--- src/rtl/piso_stream_pkg.sv ---
// piso_stream_pkg
//   Shared definitions for the parallel-in/serial-out symbol streamer:
//   FSM state encoding, symbol-counter width helper and parameter
//   legality check.
package piso_stream_pkg;

    typedef enum logic [1:0] {
        ST_EMPTY = 2'd0,
        ST_LOAD  = 2'd1,
        ST_SHIFT = 2'd2
    } state_t;

    // A word must split into at least two symbols.
    localparam int MIN_SYMS = 2;

    // Width needed to hold the values 0..n.
    function automatic int piso_cnt_w(input int n);
        return $clog2(n + 1);
    endfunction

    function automatic bit piso_params_ok(input int word_w, input int sym_w);
        if (sym_w <= 0) return 1'b0;
        return ((word_w % sym_w) == 0) && ((word_w / sym_w) >= MIN_SYMS);
    endfunction

endpackage

--- src/rtl/piso_word_buf.sv ---
// piso_word_buf
//   One-word holding register with a valid flag. It lets the streamer
//   fetch the next FIFO word while the current word is still shifting.
//   Ports:
//     clk, rst_n    clock, synchronous active-low reset
//     i_clear       drop the held word (flush)
//     i_load        capture i_data and mark valid
//     i_data        word to hold
//     i_take        held word consumed this cycle
//     o_valid       a word is held
//     o_data        held word
module piso_word_buf #(
    parameter int WORD_W = 16
) (
    input  logic              clk,
    input  logic              rst_n,
    input  logic              i_clear,
    input  logic              i_load,
    input  logic [WORD_W-1:0] i_data,
    input  logic              i_take,
    output logic              o_valid,
    output logic [WORD_W-1:0] o_data
);

    logic              r_valid;
    logic [WORD_W-1:0] r_data;

    always_ff @(posedge clk) begin
        if (!rst_n) begin
            r_valid <= 1'b0;
            r_data  <= '0;
        end else if (i_clear) begin
            r_valid <= 1'b0;
        end else if (i_load) begin
            r_valid <= 1'b1;
            r_data  <= i_data;
        end else if (i_take) begin
            r_valid <= 1'b0;
        end
    end

    assign o_valid = r_valid;
    assign o_data  = r_data;

endmodule

--- src/rtl/piso_stream.sv ---
// piso_stream
//   Reads WORD_W-bit words from a standard-latency FIFO (data valid the
//   cycle after the read strobe) and emits WORD_W/SYM_W symbols per word
//   on a valid/ready stream, marking the last symbol of each word.
//   Optional feature macro: PISO_STREAM_PREFETCH_EN adds a one-word
//   prefetch buffer so consecutive words stream with no bubble.
//   Ports:
//     clk, rst_n     clock, synchronous active-low reset
//     fifo_data_i    FIFO read data
//     fifo_empty_i   FIFO empty flag
//     fifo_rd_en_o   FIFO read strobe (combinational)
//     flush_i        discard all held and in-flight data
//     sym_data_o     current symbol
//     sym_valid_o    symbol valid
//     sym_last_o     last symbol of the word
//     sym_ready_i    downstream accept
//
//   state    | meaning
//   ---------+--------------------------------------------------
//   ST_EMPTY | no word held
//   ST_LOAD  | read issued last cycle, FIFO data arrives now
//   ST_SHIFT | word held, r_count symbols remain (1..N)
module piso_stream
    import piso_stream_pkg::*;
#(
    parameter int WORD_W    = 16,
    parameter int SYM_W     = 2,
    parameter bit MSB_FIRST = 1'b1
) (
    input  logic              clk,
    input  logic              rst_n,
    input  logic [WORD_W-1:0] fifo_data_i,
    input  logic              fifo_empty_i,
    output logic              fifo_rd_en_o,
    input  logic              flush_i,
    output logic [SYM_W-1:0]  sym_data_o,
    output logic              sym_valid_o,
    output logic              sym_last_o,
    input  logic              sym_ready_i
);

    localparam int N  = WORD_W / SYM_W;
    localparam int CW = piso_cnt_w(N);
    localparam logic [CW-1:0] CNT_N   = CW'(N);
    localparam logic [CW-1:0] CNT_ONE = CW'(1);

    if (!piso_params_ok(WORD_W, SYM_W)) begin : g_bad_params
        $error("piso_stream: WORD_W must be a multiple of SYM_W with at least 2 symbols");
    end

    state_t            r_state;
    state_t            w_state_nxt;
    logic [CW-1:0]     r_count;
    logic [CW-1:0]     w_count_nxt;
    logic [WORD_W-1:0] r_shift;
    logic [WORD_W-1:0] w_shift_nxt;

    logic w_accept;
    logic w_last_acc;
    logic w_slot_free;
    logic w_rd_outst;
    logic w_rd_en;

    assign w_accept   = (r_state == ST_SHIFT) && sym_ready_i;
    assign w_last_acc = w_accept && (r_count == CNT_ONE);

`ifdef PISO_STREAM_PREFETCH_EN
    logic              r_buf_pend;
    logic              w_buf_valid;
    logic [WORD_W-1:0] w_buf_data;
    logic              w_take_buf;

    // A read may target the buffer while shifting; the slot is also free
    // when the held word is moving into the shifter on this edge.
    assign w_rd_outst  = (r_state == ST_LOAD) || r_buf_pend;
    assign w_slot_free = (!w_buf_valid && !r_buf_pend) || (w_last_acc && w_buf_valid);

    // Reads whose data is not headed for the shifter (via ST_LOAD) land
    // in the buffer one cycle later.
    always_ff @(posedge clk) begin
        if (!rst_n) begin
            r_buf_pend <= 1'b0;
        end else begin
            r_buf_pend <= w_rd_en && (w_state_nxt != ST_LOAD);
        end
    end

    piso_word_buf #(
        .WORD_W (WORD_W)
    ) u_word_buf (
        .clk     (clk),
        .rst_n   (rst_n),
        .i_clear (flush_i),
        .i_load  (r_buf_pend && !flush_i),
        .i_data  (fifo_data_i),
        .i_take  (w_take_buf),
        .o_valid (w_buf_valid),
        .o_data  (w_buf_data)
    );
`else
    assign w_rd_outst  = (r_state == ST_LOAD);
    assign w_slot_free = (r_state == ST_EMPTY) || w_last_acc;
`endif

    // Gated by rst_n so no read is issued while reset is asserted.
    assign w_rd_en = rst_n && !fifo_empty_i && !flush_i && !w_rd_outst && w_slot_free;

    always_comb begin
        w_state_nxt = r_state;
        w_count_nxt = r_count;
        w_shift_nxt = r_shift;
`ifdef PISO_STREAM_PREFETCH_EN
        w_take_buf  = 1'b0;
`endif
        unique case (r_state)
            ST_EMPTY: begin
                if (w_rd_en) w_state_nxt = ST_LOAD;
            end
            ST_LOAD: begin
                w_state_nxt = ST_SHIFT;
                w_shift_nxt = fifo_data_i;
                w_count_nxt = CNT_N;
            end
            ST_SHIFT: begin
                if (w_accept) begin
                    if (r_count == CNT_ONE) begin
`ifdef PISO_STREAM_PREFETCH_EN
                        if (w_buf_valid) begin
                            w_take_buf  = 1'b1;
                            w_shift_nxt = w_buf_data;
                            w_count_nxt = CNT_N;
                        end else
`endif
                        if (w_rd_en) begin
                            w_state_nxt = ST_LOAD;
                            w_count_nxt = '0;
                        end else begin
                            w_state_nxt = ST_EMPTY;
                            w_count_nxt = '0;
                        end
                    end else begin
                        w_shift_nxt = MSB_FIRST ? (r_shift << SYM_W) : (r_shift >> SYM_W);
                        w_count_nxt = r_count - CNT_ONE;
                    end
                end
            end
            default: begin
                w_state_nxt = ST_EMPTY;
                w_count_nxt = '0;
            end
        endcase
        if (flush_i) begin
            w_state_nxt = ST_EMPTY;
            w_count_nxt = '0;
`ifdef PISO_STREAM_PREFETCH_EN
            w_take_buf  = 1'b0;
`endif
        end
    end

    always_ff @(posedge clk) begin
        if (!rst_n) begin
            r_state <= ST_EMPTY;
            r_count <= '0;
            r_shift <= '0;
        end else begin
            r_state <= w_state_nxt;
            r_count <= w_count_nxt;
            r_shift <= w_shift_nxt;
        end
    end

    assign fifo_rd_en_o = w_rd_en;
    assign sym_valid_o  = (r_state == ST_SHIFT);
    assign sym_last_o   = (r_state == ST_SHIFT) && (r_count == CNT_ONE);
    assign sym_data_o   = MSB_FIRST ? r_shift[WORD_W-1 -: SYM_W] : r_shift[SYM_W-1:0];

endmodule

--- config.mk ---
export PLATFORM = sky130hd
export DESIGN_NAME = piso_stream
export DESIGN_NICKNAME = d
export VERILOG_FILES = /design/src/rtl/piso_stream_pkg.sv /design/src/rtl/piso_word_buf.sv /design/src/rtl/piso_stream.sv
export SDC_FILE = /design/constraint.sdc
export NUM_CORES = 1
export LEC_CHECK = 0
export CORE_ASPECT_RATIO = 1.1
export CORE_MARGIN = 2
export CORE_UTILIZATION = 51
export CTS_CLUSTER_DIAMETER = 100
export DETAILED_ROUTE_END_ITERATION = 10
export MAX_ROUTING_LAYER = met4
export PLACE_DENSITY = 0.79
export SYNTH_ARGS = -nofsm -noshare
export SYNTH_HDL_FRONTEND = slang
export SYNTH_SLANG_ARGS = --single-unit
export TNS_END_PERCENT = 1
--- constraint.sdc ---
create_clock -name clk -period 2.2 [get_ports clk]
set_input_delay 0.44 -clock clk [delete_from_list [all_inputs] [get_ports clk]]
set_output_delay 0.44 -clock clk [all_outputs]
set_load 0.05 [all_outputs]
==> results.yml, run 1 <==
# physical design summary
final_layout:
  logic_area_um2: 863
  layout_top_cells: "nand2_1, clkdlybuf4s50_1, dfxtp_1, mux2i_1, mux2_2"
  mostFrequentLayoutCell: "nand2_1"
  instances_no_fill: 203
sta:
  holdWs_ns: 0.467
  fin_crit_ns: 2.15
  hold_viol: 0
  tightestPinTransition_ns: 0.492
  setup_viol_count_final: 0
  fin_crit_sh_pct: 97.5
  final-max-slew-violation-count: 0
floorplan:
  die_w_um: 52.6
  fp.dieH_um: 57.5
  fp_util_pct: 53.2
  chip_area_um2: 3030
  fp.coreArea_um2: 2500
drt:
  first_iter_violations: 14
  vias: 1116
  ant_nets: 0
  avgViaCountPerCell: 5.50
  dr.pass1.iters: 4
  drc: 0
clock_network:
  cts.sinks: 22
  clockBufferDepth: 2
power:
  vdd_drop_max_mv: 0.409
  switchingPower_w: 0.000221
  p_int_w: 0.000679
logic_synthesis:
  yosysWarningCount: 0
  edf_count: 0
  syn_avg_cell_area_um2: 9.28
  fp_nets: 171
  ys_seq_share_pct: 33.2
critical_path:
  cp_num_buf_inv: 2
  worstPathRequired_ns: 1.76
  path_cells: "inv_2, ha_4, nor3b_4, a31oi_4, nor3_4, buf_12"
  critPathLaunchType: "register"
  cp.arrival_ns: 1.71
placement:
  hpwl_um: 2070
  routabilityCongestion: 0.748
  placed_cells: 196
status:
  status: "completed"
global_route:
  grt_max_degree: 29
  gr-total-overflow: 0
job:
  warnings: 32
min_path:
  hold_path.class: "reg -> reg"
[run 1: final cells by class]
| type | instances | share of cell area [%] |
|---|---|---|
| Clock inverter | 1 | 1.68 |
| Sequential cell | 22 | 25.2 |
| Timing Repair Buffer | 35 | 20.1 |
| Tap cell | 31 | 2.17 |
| Multi-Input combinational cell | 104 | 48.2 |
| Clock buffer | 3 | 1.26 |
| Inverter | 7 | 1.47 |
[run 1: routing by layer]
| metal | up-vias | GRT usage (%) | part of all wire, % |
|---|---|---|---|
| li1 | 567 | - | - |
| met4 | 0 | 9.16 | 1.8 |
| met5 | - | - | 0 |
| met3 | 5 | 2.36 | 2.3 |
| met2 | 20 | 37.0 | 50 |
| met1 | 524 | 27.8 | 46 |
[run 1: sequential cells by signal (all words and copies together), names as in the netlist]
signal / flops
r_count: 4
r_state: 2
r_shift: 16
[run 1: logic make-up after synthesis]
logic type / share of synthesized area [%]
mux: 23.9
fa+ha+maj: 6.60
compound gates: 11.2
buf+inv: 6.13
flops: 33.2
simple gates: 18.9
[run 1: metrics by stage]
stage | setup slack (ns) | area (um^2)
3_5_place_dp | 0.167 | 1660
2_1_floorplan | 0.150 | 1340
3_3_place_gp | 0.206 | 1660
5_1_grt | 0.00251 | 1790
6_report | 0.0543 | 1790
4_1_cts | -0.00842 | 1740
[run 1: cells in the mapped netlist (all sizes together) (2+ instances only)]
master | instances | area share [%]
a21oi | 2 | 0.75
a31o | 2 | 1.3
a31oi | 2 | 0.94
and4 | 2 | 1.3
buf | 5 | 2.7
clkbuf | 5 | 1.4
dfxtp | 22 | 33
ha | 7 | 6.6
inv | 7 | 2.0
mux2 | 14 | 12
mux2i | 16 | 12
nand2 | 34 | 9.6
nor2b | 2 | 0.94
nor3 | 2 | 0.75
nor4 | 2 | 0.94
o311ai | 2 | 1.3
o41ai | 2 | 1.3
or4 | 2 | 1.4
[run 1: power groups by stage]
stage          sequential [W]  clock (W)  combinational [W]
6_report             0.000418   0.000328           0.000153
3_5_place_dp         0.000428          0           0.000148
4_1_cts              0.000420   0.000330           0.000150
3_3_place_gp         0.000427          0           0.000144
2_1_floorplan        0.000426          0          0.0000890
5_1_grt              0.000420   0.000349           0.000166
[run 1: path summary, 6_finish.rpt]
kind	start	endpoint	slack, ns	cells after the start
max reg2reg	r_state[0]	r_count[2]	0.30	5
min reg2reg	r_shift[6]	r_shift[6]	0.47	2
min	r_shift[6]	r_shift[6]	0.47	2
max	r_count[1]	fifo_rd_en_o	0.05	6
[run 1: timing repair]
action	4_1_cts	5_1_grt
setup endpoints to repair	2	2
hold buffers	0	0
gates resized	7	7
pin swaps	0	2
buffers inserted	0	3
[run 1: worst reg2reg max path: stages (launching register included)]
cell and delay [ns]:
dfxtp_2 0.43, inv_1 0.11, ha_4 0.25, nor2b_1 0.23, or4_4 0.51, o41ai_1 0.27
Fig. 1: run 1, clock distribution
Bar = 20 um.
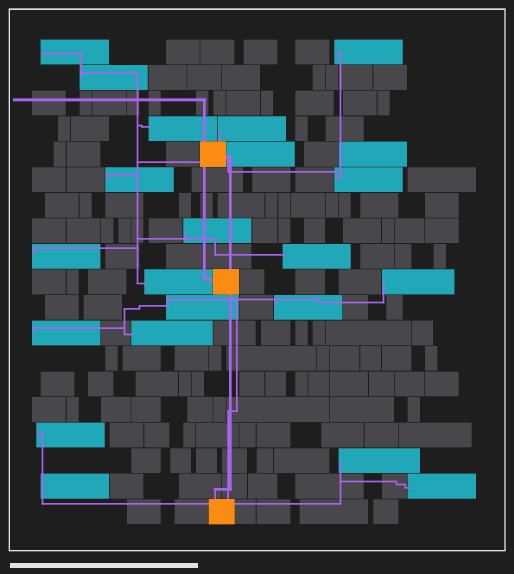
Key: clock drivers = orange [count 3]; flip-flops = cyan [count 22]; clock wires = purple [length 313 um]
There are 4 routed clock nets. Position of the flops: spread over the die.
Worst Skew: 0.00657 ns
power in the clock group: 0.000328 W
clock power share: 36.5%
Clk Latency, worst-skew pair: 0.33 ns

Fig. 2: run 1, where the registers sit
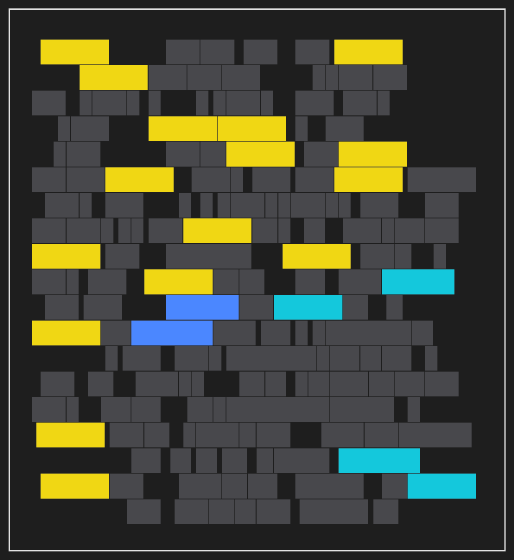
Key: r_count = cyan [sequential cells 4]; r_shift = yellow [sequential cells 16]; r_state = blue [sequential cells 2]
Seq power: 0.000418 W
Reg area: 450 um^2
Seq/total area: 25.2%
utilization after layout: 71.7%

Fig. 3: run 1, clock nets
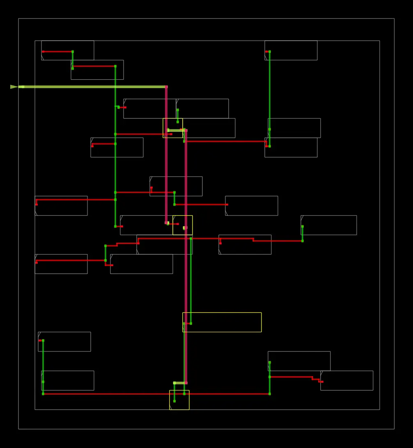
Clock Buffer Count: 3
Seq cells: 22

Fig. 4: run 1, cell sizes after repair
Bar = 20 um.
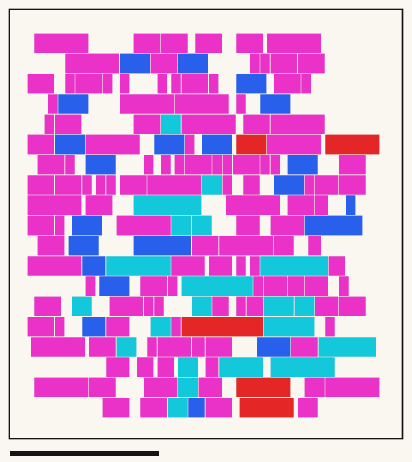
Key: _6 and larger = red [cells 5, share 2.9%, most used buf_12]; _3 and _4 cells = cyan [cells 21, share 12%, most used buf_4]; _0 and _1 cells = magenta [cells 125, share 73%, most used nand2_1]; _2 cells = blue [cells 21, share 12%, most used mux2_2]
non-clock buffer count: 35
design area: 1790 um^2
Syn-to-layout area delta: 34.9%

==> run 2, diff against run 1 <==
--- a/config.mk
+++ b/config.mk
@@ -11,7 +11,8 @@
 export CTS_CLUSTER_DIAMETER = 100
 export DETAILED_ROUTE_END_ITERATION = 10
 export MAX_ROUTING_LAYER = met4
-export PLACE_DENSITY = 0.79
+export PLACE_DENSITY = 0.88
+export SLEW_MARGIN = 10
 export SYNTH_ARGS = -nofsm -noshare
 export SYNTH_HDL_FRONTEND = slang
 export SYNTH_SLANG_ARGS = --single-unit
==> results.yml, run 2 <==
# physical design summary
logic_synthesis:
  ys_top_cells_by_area: "dfxtp_1, mux2i_1, mux2_2"
  top_cell_area_share_pct: 33.2
  syn_avg_cell_area_um2: 9.28
  yosysMostFrequentCell: "nand2_1"
  yosysWarningCount: 0
  ys_seq_share_pct: 33.2
  edf_count: 0
floorplan:
  fp.coreArea_um2: 2500
sta:
  finalWorstSetupSlack_ns: 0.0659
global_route:
  gr-total-overflow: 0
drt:
  routed.top_layer: "met4"
  wl_met1_um: 1220
  vias: 1104
  drc: 0
critical_path:
  startpoint: "r_state[1]"
  worstPathRequired_ns: 1.76
  r2r_slack_ns: 0.30
  cp.arrival_ns: 1.69
job:
  warnings: 32
final_layout:
  layout_top_cells: "nand2_1, clkdlybuf4s50_1, dfxtp_1, mux2i_1, mux2_2"
  area_delta_synth_final_pct: 29.9
power:
  p_int_w: 0.000675
clock_network:
  clockBufferDepth: 2
placement:
  routabilityCongestion: 0.869
status:
  status: "completed"
## run 2: layout make-up
cell class	count	area (um^2)
timing repair buffer	30	318
tap	31	38.8
inverter	7	26.3
fill	197	772
multi-input combinational	104	842
clock inverter	1	30.0
clock buffer	3	22.5
sequential	22	447
## run 2: logic make-up after synthesis
group | synth area share [%]
multiplexers | 23.9
AND-OR/OR-AND | 11.2
adder cells (fa/ha/maj) | 6.60
flip-flops | 33.2
AND/OR/NAND/NOR | 18.9
buffers and inverters | 6.13
## run 2: through the flow
stage	power [W]	area, um^2
after detailed placement	0.000573	1640
final	0.000876	1720
after global placement	0.000567	1640
after CTS	0.000882	1700
after floorplan	0.000515	1340
after global routing	0.000915	1720
## run 2: power by group through the flow
stage	Combinational [W]	Sequential, W	Clock (W)
5_1_grt	0.000160	0.000420	0.000335
2_1_floorplan	0.0000890	0.000426	0
4_1_cts	0.000146	0.000419	0.000316
3_5_place_dp	0.000145	0.000428	0
3_3_place_gp	0.000140	0.000427	0
6_report	0.000148	0.000418	0.000310
## run 2: metal layers
metal / vias up / GRT usage (%)
met5: - / -
met4: 0 / 5.49
met3: 2 / 2.36
met2: 15 / 33.4
met1: 535 / 23.6
li1: 552 / -
## run 2: how the worst min path moves through the flow
stage / cells past startpoint / startpoint / endpoint / slack (ns)
finish: 2 / r_shift[10] / r_shift[10] / 0.47
global route: 2 / r_shift[11] / r_shift[11] / 0.48
CTS: 2 / r_shift[11] / r_shift[11] / 0.47
detailed placement: 2 / r_shift[11] / r_shift[11] / 0.45
global placement: 2 / r_shift[12] / r_shift[12] / 0.44
floorplan: 2 / r_shift[10] / r_shift[10] / 0.43
## run 2: what timing repair did
item	in CTS	in global routing
resized	1	6
hold buffers	0	0
buffers inserted	1	0
endpoints found under the setup margin	1	2
## run 2: worst max-delay path, delay by kind of cell (launching register included)
family,cells,cell delay (ns)
adder cells (fa/ha/maj),1,0.20
buffers and inverters,2,0.24
flip-flops,1,0.39
AND/OR/NAND/NOR,2,0.56
Fig. 5: run 2, clock distribution
Bar = 20 um.
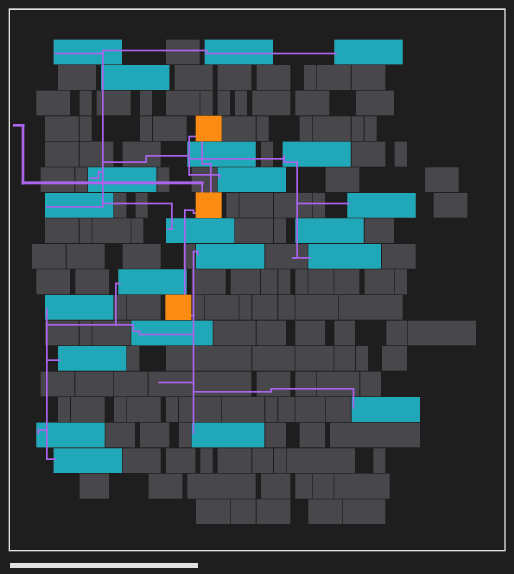
power in the clock group: 0.000310 W
Worst Skew: 0.00597 ns
clock power share: 35.4%
Clk Latency, worst-skew pair: 0.31 ns

==> run 3, diff against run 2 <==
--- a/config.mk
+++ b/config.mk
@@ -6,9 +6,8 @@
 export NUM_CORES = 1
 export LEC_CHECK = 0
 export CORE_ASPECT_RATIO = 1.1
-export CORE_MARGIN = 2
+export CORE_MARGIN = 4
 export CORE_UTILIZATION = 51
-export CTS_CLUSTER_DIAMETER = 100
 export DETAILED_ROUTE_END_ITERATION = 10
 export MAX_ROUTING_LAYER = met4
 export PLACE_DENSITY = 0.88
==> constraint.sdc (replaced) <==
create_clock -name clk -period 2.2 [get_ports clk]
set_input_delay 0.22 -clock clk [delete_from_list [all_inputs] [get_ports clk]]
set_output_delay 0.22 -clock clk [all_outputs]
set_load 0.05 [all_outputs]
==> results.yml, run 3 <==
# physical design summary
power:
  power_w: 0.000878
logic_synthesis:
  yosysMostFrequentCell: "nand2_1"
  yosysWarningCount: 0
  edf_count: 0
  top_cell_area_share_pct: 33.2
  yosys.cell_types.count: 34
  ys_seq_share_pct: 33.2
  syn_avg_cell_area_um2: 9.28
  ys_top_cells_by_area: "dfxtp_1, mux2i_1, mux2_2"
min_path:
  min_from: "r_shift[9]"
global_route:
  gr-total-overflow: 0
clock_network:
  postCtsSetupBuffers: 0
  clock.latency.late_pin_ns: 0.32
  clockBufferDepth: 2
drt:
  dr.pass1.iters: 4
  drc: 0
  vias: 1111
status:
  status: "completed"
floorplan:
  fp.coreArea_um2: 2500
sta:
  fin_worst_skew_ns: 0.0163
critical_path:
  cp.arrival_ns: 1.88
  startpoint: "r_count[0]"
  worstPathRequired_ns: 1.98
placement:
  dpl_cell_area_um2: 1630
  routabilityCongestion: 0.847
final_layout:
  fin_area_um2: 1690
job:
  warnings: 31
[run 3: cell count changes in the layout (fill, tap and decap cells not counted), sizes merged]
cell  previous run  this run
buf              8         7
[run 3: path summary, 6_finish.rpt]
kind	end	slack (ns)	depth (start not counted)
worst max-delay path	fifo_rd_en_o	0.10	5
worst max register to register	r_count[2]	0.33	5
worst min register to register	r_shift[9]	0.47	2
worst min-delay path	r_shift[9]	0.47	2
[run 3: metal layers]
| layer | vias up | wire, um | track usage, % |
|---|---|---|---|
| li1 | 549 | - | - |
| met3 | 7 | 109 | 2.73 |
| met2 | 33 | 1500 | 32.5 |
| met1 | 522 | 1260 | 20.3 |
| met4 | 0 | 41 | 8.47 |
| met5 | - | 0 | - |
[run 3: where the power goes]
group / switching [W] / internal [W]
logic: 0.0000650 / 0.0000785
registers: 0.00000780 / 0.000412
clock network: 0.000130 / 0.000184
[run 3: layout make-up]
type                       count  area (um^2)
clock buffer                   3         22.5
clock inverter                 1         30.0
fill                         201          808
inverter                       7         26.3
tap                           31         38.8
multi-input combinational    104          820
sequential                    22          440
timing repair buffer          29          310
[run 3: cell families (layout without fill, tap and decap cells)]
kind of cell             count (synthesis)  count (layout)  share of synthesized area, %
multiplexers                            30              30                          23.9
AND/OR/NAND/NOR                         50              50                          18.9
AND-OR/OR-AND                           17              17                          11.2
adder cells (fa/ha/maj)                  7               7                          6.60
flip-flops                              22              22                          33.2
buffers and inverters                   17              40                          6.13
[run 3: worst max-delay path: cells and delay by family (launching register included)]
kind	cells	cell delay [ns]
fa+ha+maj	1	0.25
compound gates	1	0.14
simple gates	2	0.53
buf+inv	1	0.17
flops	1	0.45
[run 3: timing repair]
action                                  in CTS  in global routing
endpoints found under the setup margin       0                  1
resized                                      0                  2
endpoints found under the hold margin        0                  0
hold buffers                                 0                  0
[run 3: stage by stage]
stage               setup WS [ns]  hold slack, ns
finish                      0.105           0.466
global route              -0.0307           0.496
CTS                        0.0528           0.470
detailed placement          0.327           0.452
global placement            0.477           0.443
floorplan                 0.00415           0.435
Fig. 6: run 3, logic cells by family
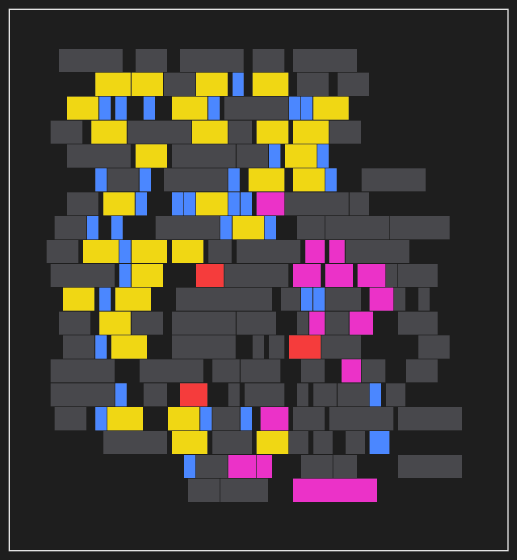
Key: nand cells = blue [cells 35]; non-inverting ao/oa cells = red [cells 3]; aoi and oai cells = magenta [cells 14]; mux cells = yellow [cells 30]
final std cells w/o fill: 197
Top cell excl fill/tap: nand2_1
Comb area share: 48.6%

No activity file was given, so power comes from the tool's default toggle rates.
